==> config.mk <==
export PLATFORM = sky130hd
export DESIGN_NAME = pwm_duty_decoder
export DESIGN_NICKNAME = d
export VERILOG_FILES = /design/src/rtl/pwm_duty_decoder.sv
export SDC_FILE = /design/constraint.sdc
export NUM_CORES = 1
export LEC_CHECK = 0
export CELL_PAD_IN_SITES_DETAIL_PLACEMENT = 1
export CELL_PAD_IN_SITES_GLOBAL_PLACEMENT = 2
export CORE_MARGIN = 3
export CORE_UTILIZATION = 36
export CTS_CLUSTER_DIAMETER = 150
export CTS_CLUSTER_SIZE = 30
export DETAILED_ROUTE_END_ITERATION = 10
export PLACE_DENSITY = 0.88
export SKIP_CTS_REPAIR_TIMING = 1
export SLEW_MARGIN = 40
export SYNTH_ARGS = -nofsm -noshare
export SYNTH_HDL_FRONTEND = slang
export SYNTH_SLANG_ARGS = --single-unit
==> constraint.sdc <==
create_clock -name clk -period 2.8 [get_ports clk]
set_input_delay 0.42 -clock clk [delete_from_list [all_inputs] [get_ports clk]]
set_output_delay 0.42 -clock clk [all_outputs]
set_load 0.005 [all_outputs]
==> src/rtl/pwm_duty_decoder.sv <==
// Measures period and high time of a sampled PWM line, once per PWM period,
// and flags a line that has stopped toggling (stuck high or stuck low).
module pwm_duty_decoder #(
  parameter int PWM_INTERVAL = 1200,
  parameter bit ACTIVE_LOW   = 1'b1,
  parameter int TIMEOUT      = 2 * PWM_INTERVAL,
  localparam int CW          = $clog2(TIMEOUT + 1)
) (
  input  logic          clk,
  input  logic          rst_n,
  input  logic          pwm_in,
  output logic [CW-1:0] duty,
  output logic [CW-1:0] period,
  output logic          valid,
  output logic          stuck
);

  localparam logic [CW-1:0] TMO      = CW'(TIMEOUT);
  localparam logic [CW-1:0] FULL     = CW'(PWM_INTERVAL);
  localparam logic [CW-1:0] CNT_ONE  = CW'(1);
  localparam logic [CW-1:0] CNT_ZERO = '0;

  typedef enum logic [1:0] {
    ST_WAIT,
    ST_MEAS,
    ST_STUCK
  } state_t;

  state_t        state, state_nx;
  logic          s_p0, s_sync, s_prev;
  logic          rise;
  logic [CW-1:0] pcnt, pcnt_nx;
  logic [CW-1:0] hcnt, hcnt_nx;
  logic [CW-1:0] duty_nx, period_nx;
  logic          valid_nx, stuck_nx;

  function automatic logic [CW-1:0] sat_inc(input logic [CW-1:0] v, input logic inc);
    if (inc && (v != TMO)) return v + CNT_ONE;
    return v;
  endfunction

  // stage p0..p2: polarity fix, two-flop synchronizer, edge-detect delay
  always_ff @(posedge clk or negedge rst_n) begin
    if (!rst_n) begin
      s_p0   <= 1'b0;
      s_sync <= 1'b0;
      s_prev <= 1'b0;
    end else begin
      s_p0   <= pwm_in ^ ACTIVE_LOW;
      s_sync <= s_p0;
      s_prev <= s_sync;
    end
  end

  assign rise = s_sync & ~s_prev;

  always_ff @(posedge clk or negedge rst_n) begin
    if (!rst_n) begin
      state  <= ST_WAIT;
      pcnt   <= '0;
      hcnt   <= '0;
      duty   <= '0;
      period <= '0;
      valid  <= 1'b0;
      stuck  <= 1'b0;
    end else begin
      state  <= state_nx;
      pcnt   <= pcnt_nx;
      hcnt   <= hcnt_nx;
      duty   <= duty_nx;
      period <= period_nx;
      valid  <= valid_nx;
      stuck  <= stuck_nx;
    end
  end

  always_comb begin
    state_nx  = state;
    pcnt_nx   = pcnt;
    hcnt_nx   = hcnt;
    duty_nx   = duty;
    period_nx = period;
    valid_nx  = 1'b0;
    stuck_nx  = stuck;
    case (state)
      ST_WAIT: begin
        if (rise) begin
          pcnt_nx  = CNT_ONE;
          hcnt_nx  = CNT_ONE;
          state_nx = ST_MEAS;
        end
      end
      ST_MEAS: begin
        // a rise takes priority over a simultaneous timeout
        if (rise) begin
          duty_nx   = hcnt;
          period_nx = pcnt;
          valid_nx  = 1'b1;
          pcnt_nx   = CNT_ONE;
          hcnt_nx   = CNT_ONE;
        end else if (pcnt == TMO) begin
          state_nx  = ST_STUCK;
          stuck_nx  = 1'b1;
          valid_nx  = 1'b1;
          period_nx = CNT_ZERO;
          duty_nx   = s_sync ? FULL : CNT_ZERO;
        end else begin
          pcnt_nx = sat_inc(pcnt, 1'b1);
          hcnt_nx = sat_inc(hcnt, s_sync);
        end
      end
      ST_STUCK: begin
        if (rise) begin
          stuck_nx = 1'b0;
          pcnt_nx  = CNT_ONE;
          hcnt_nx  = CNT_ONE;
          state_nx = ST_MEAS;
        end
      end
      default: state_nx = ST_WAIT;
    endcase
  end

endmodule
==> run_1/placement_by_type.png <==
(4 px per um)
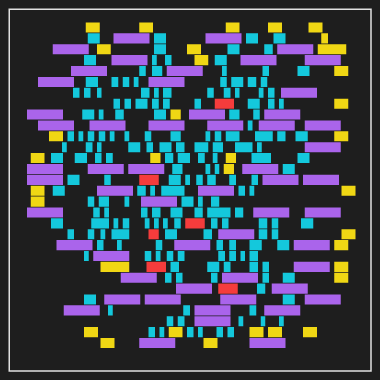
colour	class	cells	share of their area
yellow	other buffers and delay cells	34	12%
purple	flops	55	47%
cyan	combinational and other logic	182	38%
red	clock drivers and dummy loads	6	2.6%
flop share of the area: 0.454
core area: 6830 um^2
row count: 30
fin util: 0.443

==> run_1/sizes.png <==
(4 px per um)
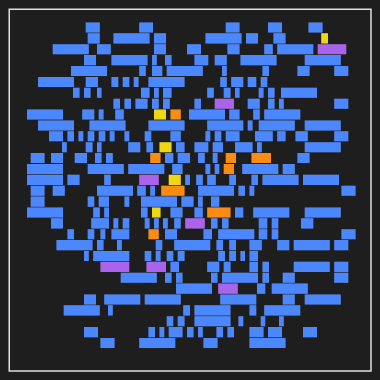
colour	size	cells	share
orange	_3 and _4 cells	8	2.9%
purple	_6 and larger	7	2.5%
blue	_0 and _1 cells	257	93%
yellow	_2 cells	5	1.8%
Design Area, Final: 3030 um^2
Syn-to-layout area delta: 19.1%
Repair and plain buffers: 34
Setup WS post-layout: 0.483 ns

==> run summary, run 1 <==
yosys + openroad results -> YS warnings 0, Cells after DPL 367, Clock-cell share 0.0252, met1 wire length between 3000 and 4000 um, initial antenna violation count 0, Seq pwr share 0.564, Gate Area 1070 um^2, Die ar. about 8000 um^2, # Taps 96, CP endpoint kind flop, final setup fails 0, Tool Warnings 28, worst hold path type input pin to asynchronous set/reset pin, Synth top cell by count dfrtp_1, flip-flop and latch power 1020 uW, final-layout fill cell count approximately 780, DRT Pass-1 Iters 4, result of the run completed, placed cell areas 2950 um^2, GPL Wtd Cong 0.852, Req. time, crit path between 3 and 4 ns, fmax between 400 and 500 MHz, most frequent cells after synthesis dfrtp_1, o21ai_0, a22o_1, nand2_1, Net Switching approximately 550 uW, min Tclk post-route 2.32 ns, Die Wd 90.1 um, Internal approximately 1300 uW, Hold WS roughly 0.070 ns, Top Usage Layer GRT met2, Nets 285, Post-synth seq share 0.541, Slew HR 0.584, Adder Share, Synth 0.0197, die height 90.1 um, Max-area cell share 0.541, DRT antenna net count 0, count of different cell masters after synthesis 39, ys flops around 55, largest net degree at the start of global routing 56, WL met3 between 100 and 150 um, Critical path origin pcnt[0]$_DFFE_PN0P_, Iteration-0 DRC Markers 124, # port buffers 28, Starting Density 0.372
==> run_1/layer_met1.png <==
(4 px per um)
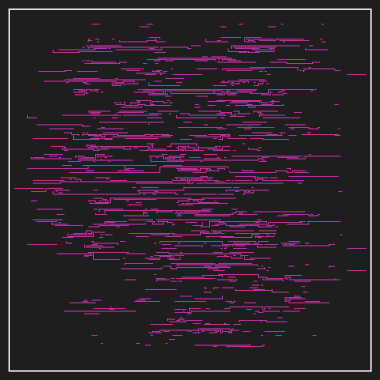
longest straight run	29.9 um
nets with wire on the layer	270
main direction	horizontal
wire length on this layer	3160 um
Vias: 2053
met1 Usage GRT: 0.238
Post-Route WL: 6600 um

==> run_1/congestion.png <==
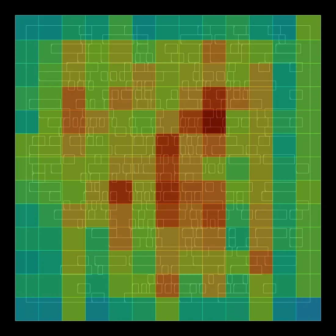
GR Util met2: 0.280
DR WL/cell: 17.7 um

==> run 1 -> run 2 <==
--- a/config.mk
+++ b/config.mk
@@ -8,11 +8,11 @@
 export CELL_PAD_IN_SITES_DETAIL_PLACEMENT = 1
 export CELL_PAD_IN_SITES_GLOBAL_PLACEMENT = 2
 export CORE_MARGIN = 3
-export CORE_UTILIZATION = 36
+export CORE_UTILIZATION = 32
 export CTS_CLUSTER_DIAMETER = 150
 export CTS_CLUSTER_SIZE = 30
 export DETAILED_ROUTE_END_ITERATION = 10
-export PLACE_DENSITY = 0.88
+export PLACE_DENSITY = 0.84
 export SKIP_CTS_REPAIR_TIMING = 1
 export SLEW_MARGIN = 40
 export SYNTH_ARGS = -nofsm -noshare
==> constraint.sdc (replaced) <==
create_clock -name clk -period 2.12 [get_ports clk]
set_input_delay 0.318 -clock clk [delete_from_list [all_inputs] [get_ports clk]]
set_output_delay 0.318 -clock clk [all_outputs]
set_load 0.005 [all_outputs]
==> run_2/congestion.png <==
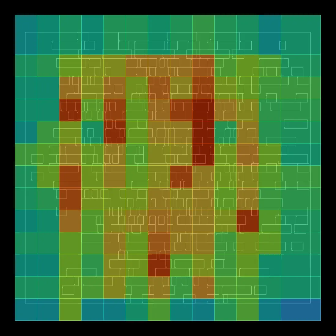
met1 Usage GRT: 0.226
met3 GRT Util: 0.0276
DR WL/cell: 17.2 um
GRT Total Usage: 0.160

==> run summary, run 2 <==
yosys + openroad results -> Synth top cell by count dfrtp_1, DRT Pass-1 Iters 4 (unchanged), Syn-to-layout area delta 26.8%, result of the run completed, row count 31 (+3.3%), fin util 0.431 (-0.0127), Internal 1800 uW (+43%), GR Util met2 0.254 (-0.0264), # Taps 99 (+3.1%), flop share of the area 0.427 (-0.0275), count of different cell masters after synthesis 39 (unchanged), Nets 305 (+7.0%), fmax 491 MHz (+14%), sequential cells 55, Top Usage Layer GRT met2, Crit path depth 7, WL met3 204 um (+43%), Setup WS post-layout 0.0818 ns (-0.401 ns), most numerous logic cells after layout dfrtp_1, o21ai_0, clkdlybuf4s50_1, a22o_1, buf_4, Starting Density 0.340 (-0.0325), Adder Share, Synth 0.0197 (unchanged), Leak 0.00142 uW, Main logic family AND-OR/OR-AND gates, core area 7490 um^2 (+9.6%), largest net degree at the start of global routing 56 (unchanged), final setup fails 0 (unchanged), initial antenna violation count 0 (unchanged), YS warnings 0 (unchanged), vias in the first global route approximately 2200, Max-area cell share 0.541 (unchanged), CP endpoint kind flop, flip-flop and latch power 1280 uW (+25%), min Tclk post-route 2.04 ns (-0.279 ns), worst hold path type input pin to asynchronous set/reset pin, DP HPWL 4840 um, Gate Area 1090 um^2 (+1.3%), Iteration-0 DRC Markers 103 (-17%), DRT antenna net count 0 (unchanged), Clock-cell share 0.0310 (+0.00585), most frequent cells after synthesis dfrtp_1, o21ai_0, a22o_1, nand2_1, Slew HR 0.526 (-0.0580), Seq pwr share 0.504 (-0.060), GPL Wtd Cong 0.823 (-3.4%), Cells after DPL 389 (+6.0%), final-layout fill cell count 837 (+7.2%), placed cell areas 3090 um^2 (+4.6%), Die Wd 95.2 um (+5.7%), Comb/total area 0.337, Net Switching 741 uW (+34%), Gate power share 0.243, Net Sw Frac 0.291, Critical path origin pcnt[0]$_DFFE_PN0P_, met1 wire length 3290 um (+4.2%), Repair and plain buffers 54 (+59%), # port buffers 28 (unchanged), Tool Warnings 28 (unchanged), largest class registers, Design Area, Final 3220 um^2 (+6.4%), Hold WS 0.00875 ns (-0.0617 ns), Clock Latency Late Sink just over 0.3 ns, Die ar. 9050 um^2 (+12%), fin. max-slew vios 0, Req. time, crit path 2.33 ns (-0.68 ns), Post-synth seq share 0.541 (unchanged), ys flops 55 (unchanged), die height 95.2 um (+5.7%)
==> run_2/layer_met1.png <==
(4 px per um)
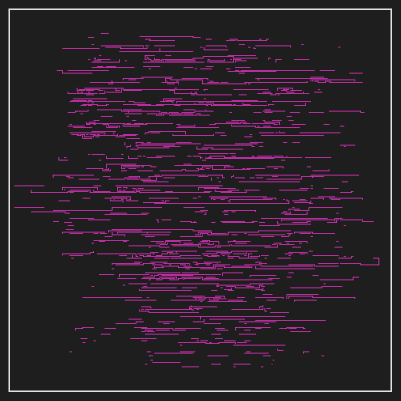
longest straight run	33.6 um
share of all routed wire	48%
nets with wire on the layer	280
wire length on this layer	3290 um
main direction	horizontal
Post-Route WL: 6830 um
Vias: 2148

No activity file was given, so power comes from the tool's default toggle rates.
